[src/rtl/dm_sbus_arbiter.sv]
// System-bus arbiter for debug-module masters with an in-order outstanding-ID FIFO for response routing.
// Define DM_SBUS_ARB_FIXED_PRIO_EN for fixed priority (lowest index wins) instead of round-robin.
module dm_sbus_arbiter #(
  parameter int NUM_REQ         = 2,
  parameter int ADDR_WIDTH      = 32,
  parameter int DATA_WIDTH      = 32,
  parameter int MAX_OUTSTANDING = 2
) (
  input  logic                                 clk_i,
  input  logic                                 rst_i,
  input  logic [NUM_REQ-1:0]                   req_i,
  input  logic [NUM_REQ-1:0][ADDR_WIDTH-1:0]   addr_i,
  input  logic [NUM_REQ-1:0]                   we_i,
  input  logic [NUM_REQ-1:0][DATA_WIDTH-1:0]   wdata_i,
  input  logic [NUM_REQ-1:0][DATA_WIDTH/8-1:0] be_i,
  output logic [NUM_REQ-1:0]                   gnt_o,
  output logic [NUM_REQ-1:0]                   r_valid_o,
  output logic                                 r_err_o,
  output logic                                 r_other_err_o,
  output logic [DATA_WIDTH-1:0]                r_rdata_o,
  output logic                                 master_req_o,
  output logic [ADDR_WIDTH-1:0]                master_add_o,
  output logic                                 master_we_o,
  output logic [DATA_WIDTH-1:0]                master_wdata_o,
  output logic [DATA_WIDTH/8-1:0]              master_be_o,
  input  logic                                 master_gnt_i,
  input  logic                                 master_r_valid_i,
  input  logic                                 master_r_err_i,
  input  logic                                 master_r_other_err_i,
  input  logic [DATA_WIDTH-1:0]                master_r_rdata_i,
  output logic                                 spurious_rsp_o,
  output logic                                 busy_o
);

  localparam int IDX_W = (NUM_REQ > 1) ? $clog2(NUM_REQ) : 1;
  localparam int PTR_W = (MAX_OUTSTANDING > 1) ? $clog2(MAX_OUTSTANDING) : 1;
  localparam int CNT_W = $clog2(MAX_OUTSTANDING + 1);

  typedef enum logic {IDLE, LOCKED} state_t;

  state_t           state, state_nxt;
  logic [IDX_W-1:0] lock_idx;
  logic [IDX_W-1:0] arb_idx;
  logic [IDX_W-1:0] winner;
  logic [IDX_W-1:0] cand;
  logic [IDX_W-1:0] head;
  logic             any_req;
  logic             found;
  logic             full;
  logic             grant;
  logic             pop;
  logic [CNT_W-1:0] count;
  logic [PTR_W-1:0] wr_ptr, rd_ptr;
  logic [IDX_W-1:0] fifo_mem [MAX_OUTSTANDING];

  function automatic logic [PTR_W-1:0] ptr_inc(input logic [PTR_W-1:0] p);
    if (p == PTR_W'(MAX_OUTSTANDING - 1)) return '0;
    return p + PTR_W'(1);
  endfunction

`ifndef DM_SBUS_ARB_FIXED_PRIO_EN
  logic [IDX_W-1:0] rr_ptr;

  function automatic logic [IDX_W-1:0] idx_inc(input logic [IDX_W-1:0] i);
    if (i == IDX_W'(NUM_REQ - 1)) return '0;
    return i + IDX_W'(1);
  endfunction
`endif

  // Arbitration: first requester found scanning from the priority start point
  always_comb begin
    arb_idx = '0;
    found   = 1'b0;
    cand    = '0;
    any_req = |req_i;
    for (int k = 0; k < NUM_REQ; k++) begin
`ifdef DM_SBUS_ARB_FIXED_PRIO_EN
      cand = IDX_W'(k);
`else
      cand = IDX_W'((int'(rr_ptr) + k) % NUM_REQ);
`endif
      if (!found && req_i[cand]) begin
        found   = 1'b1;
        arb_idx = cand;
      end
    end
  end

  assign full = (count == CNT_W'(MAX_OUTSTANDING));

  // Full FIFO blocks the request even if a response pops in the same cycle
  always_comb begin
    state_nxt    = state;
    winner       = arb_idx;
    master_req_o = 1'b0;
    case (state)
      IDLE: begin
        winner       = arb_idx;
        master_req_o = any_req & ~full;
        if (master_req_o && !master_gnt_i) state_nxt = LOCKED;
      end
      LOCKED: begin
        winner       = lock_idx;
        master_req_o = req_i[lock_idx] & ~full;
        if (master_gnt_i || !req_i[lock_idx]) state_nxt = IDLE;
      end
      default: state_nxt = IDLE;
    endcase
  end

  assign grant          = master_req_o & master_gnt_i;
  assign gnt_o          = grant ? (NUM_REQ'(1) << winner) : '0;
  assign master_add_o   = master_req_o ? addr_i[winner]  : '0;
  assign master_we_o    = master_req_o ? we_i[winner]    : 1'b0;
  assign master_wdata_o = master_req_o ? wdata_i[winner] : '0;
  assign master_be_o    = master_req_o ? be_i[winner]    : '0;

  assign pop           = master_r_valid_i & (count != '0);
  assign head          = fifo_mem[rd_ptr];
  assign r_valid_o     = pop ? (NUM_REQ'(1) << head) : '0;
  assign r_rdata_o     = pop ? master_r_rdata_i : '0;
  assign r_err_o       = pop & master_r_err_i;
  assign r_other_err_o = pop & master_r_other_err_i;
  assign busy_o        = (count != '0) | master_req_o;

  always_ff @(posedge clk_i) begin
    if (rst_i) begin
      state          <= IDLE;
      lock_idx       <= '0;
      count          <= '0;
      wr_ptr         <= '0;
      rd_ptr         <= '0;
      spurious_rsp_o <= 1'b0;
    end else begin
      state <= state_nxt;
      if (state == IDLE && state_nxt == LOCKED) lock_idx <= winner;
      if (grant) wr_ptr <= ptr_inc(wr_ptr);
      if (pop)   rd_ptr <= ptr_inc(rd_ptr);
      case ({grant, pop})
        2'b10:   count <= count + CNT_W'(1);
        2'b01:   count <= count - CNT_W'(1);
        default: count <= count;
      endcase
      if (master_r_valid_i && count == '0) spurious_rsp_o <= 1'b1;
    end
  end

`ifndef DM_SBUS_ARB_FIXED_PRIO_EN
  always_ff @(posedge clk_i) begin
    if (rst_i)      rr_ptr <= '0;
    else if (grant) rr_ptr <= idx_inc(winner);
  end
`endif

  // FIFO storage needs no reset: pointers and count gate every read
  always_ff @(posedge clk_i) begin
    if (grant) fifo_mem[wr_ptr] <= winner;
  end

endmodule

[config.mk]
export PLATFORM = sky130hd
export DESIGN_NAME = dm_sbus_arbiter
export DESIGN_NICKNAME = d
export VERILOG_FILES = /design/src/rtl/dm_sbus_arbiter.sv
export SDC_FILE = /design/constraint.sdc
export NUM_CORES = 1
export LEC_CHECK = 0
export ABC_CLOCK_PERIOD_IN_PS = 3010
export CORE_AREA = 2 2 113 115
export CTS_CLUSTER_SIZE = 28
export DETAILED_ROUTE_END_ITERATION = 10
export DIE_AREA = 0 0 115 117
export GPL_ROUTABILITY_DRIVEN = 0
export HOLD_SLACK_MARGIN = 0.08
export PLACE_DENSITY = 0.61
export SYNTH_ARGS = -nofsm -noshare
export SYNTH_HDL_FRONTEND = slang
export SYNTH_SLANG_ARGS = --single-unit
[constraint.sdc]
create_clock -name clk_i -period 3.01 [get_ports clk_i]
set_clock_uncertainty 0.2 [all_clocks]
set_input_delay 0.602 -clock clk_i [delete_from_list [all_inputs] [get_ports clk_i]]
set_output_delay 0.602 -clock clk_i [all_outputs]
set_load 0.01 [all_outputs]
final_congestion.png
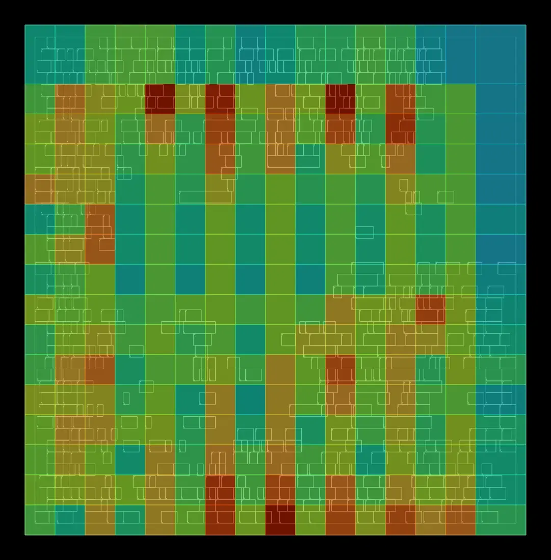
fin util: 0.402
WL/cell: 14.2 um
met1 Track Usage GR: 0.167
gr usage total: 0.145

wire_density.png
The bar under the picture is 20 um long. 23 x 23 tiles, from dark purple (low) to yellow (high), scaled to the fullest tile. Values are wire area over tile area, all layers added.
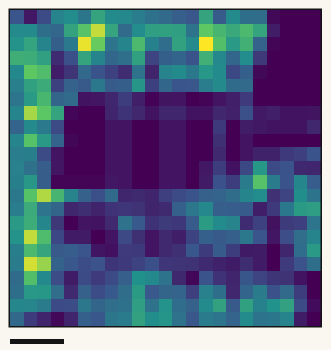
fullest tile: 0.49
mean over tiles: 0.13
emptiest ninth of the die: middle
tiles over half the peak: 14%
wirelength, routed: 10800 um
DR vias: 3181

==> qor.yml <==
status: "completed"
tap-cell-count: 150
cp.required_ns: 2.21
yosys-top-cells-area: "nand2_1 (30%), a21oi_1 (21%), and2_1 (12%), dfxtp_1 (10%), buf_2 (4.3%)"
ctsHoldBuffers: 0
crit_chain: "clkdlybuf4s15_2, a21bo_1, a211o_4, bufbuf_16, a21oi_1, dlygate4sd2_1"
flop-count: 11
intPower_uw: 1360
cp_max_fo: 23
regArea_um2: 240
ctsHtreeMaxLevel: 1
ys_top_logic_family: "simple AND/OR/NAND/NOR gates"
ios: 288
fin_crit_ns: 2.96
hold_viol: 0
clkCellAreaFrac: 0.0162
clk_pin_slew_ns: 0.04
inv_count: 6
max_stage_delay_ns: 0.38
ys_area_um2: 1740
nClkBuffers: 3
pg_comb_uw: 1820
numCtsBuffers: 3
rsz0062_at_grt: "no"
cts_tree: "done"
yosysWarnings: 0
drive_gt1_frac: 0.0949
setup_tns_ns: 0
synth_area_um2: 1740
final_nets: 791
critical_path_arrival_ns: 2.15
total_power_uw: 2280
fmax_mhz: 338
synthSimpleGateAreaFrac: 0.487
peakVddDrop_uv: 234
power.density_nw_per_um2: 462
critical_path.top_delay_family: "buffers and inverters"
die_w_um: 115
switching_power_uw: 920
layout_top_cells: "clkdlybuf4s50_1 (212), nand2_1 (140), a21oi_1 (64)"
clockPowerShare: 0.106
synth_async_sr_flop_share: 0
postSynthCellCount: 329
dr.pass1.iters: 4
dp.cells: 752
antennaDiodeCount: 0
cts.repair.resized: 134
ant_nets: 0
hp-class: "flip-flop to flip-flop"
drv_slew: 0
xor_share: 0.0202
synth.most_common_cell: "nand2_1"
reg_top3: "count x2, fifo_mem x2"
cts_root_buf: "clkbuf_16"
grt_pass1_vias: 3018
cp_num_buf_inv: 3
yosys.area.top_type: "nand2_1"
cell_classes.png
The bar under the picture is 20 um long.
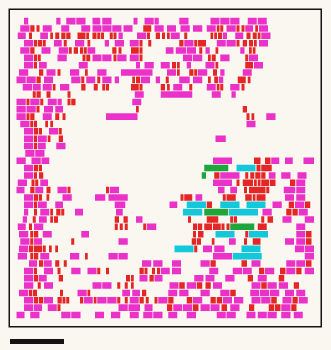
| colour | class | cells | share of their area |
|---|---|---|---|
| magenta | other buffers and delay cells | 306 | 64% |
| red | all other logic | 290 | 30% |
| green | clock drivers and dummy loads | 4 | 1.7% |
| cyan | flops | 11 | 5.0% |
cell area after layout: 4950 um2
flop share of the area: 0.0485
Core ar.: 12300 um2
Core Rows: 41

drive_strength.png
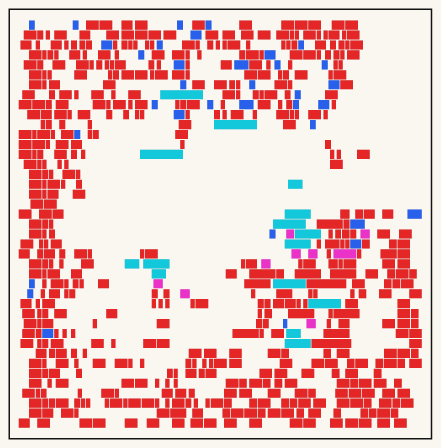
| colour | size | cells |
|---|---|---|
| blue | drive 2 | 34 |
| cyan | drive 6 and up | 15 |
| red | drive 1 or less | 553 |
| magenta | drive 3 to 4 | 9 |
Layout area overhead: 185%
Final WS setup: 0.0536 ns
Non-CTS buffers: 306

[worst paths after layout]
check	end	slack, ns	depth (start not counted)
max	master_wdata_o[2]	0.05	6
min	spurious_rsp_o$_SDFFE_PP0P_	0.28	2
max reg2reg	count[1]$_SDFFE_PP0P_	0.73	6
min reg2reg	spurious_rsp_o$_SDFFE_PP0P_	0.28	2
[worst register-to-register path, delay by kind of cell (launching register included)]
kind	cells	cell delay, ns
buffers and inverters	1	0.17
and+or+nand+nor	1	0.35
adders and majority gates	1	0.31
DFF	1	0.35
AOI/OAI and AO/OA	3	0.82
[layer usage]
layer / part of all wire / global-route usage / vias to the layer above
met5: 0 / 0 / -
met4: 0.0075 / 0.0281 / 0
met3: 0.072 / 0.0314 / 6
met2: 0.53 / 0.275 / 138
met1: 0.39 / 0.167 / 1419
li1: - / - / 1618
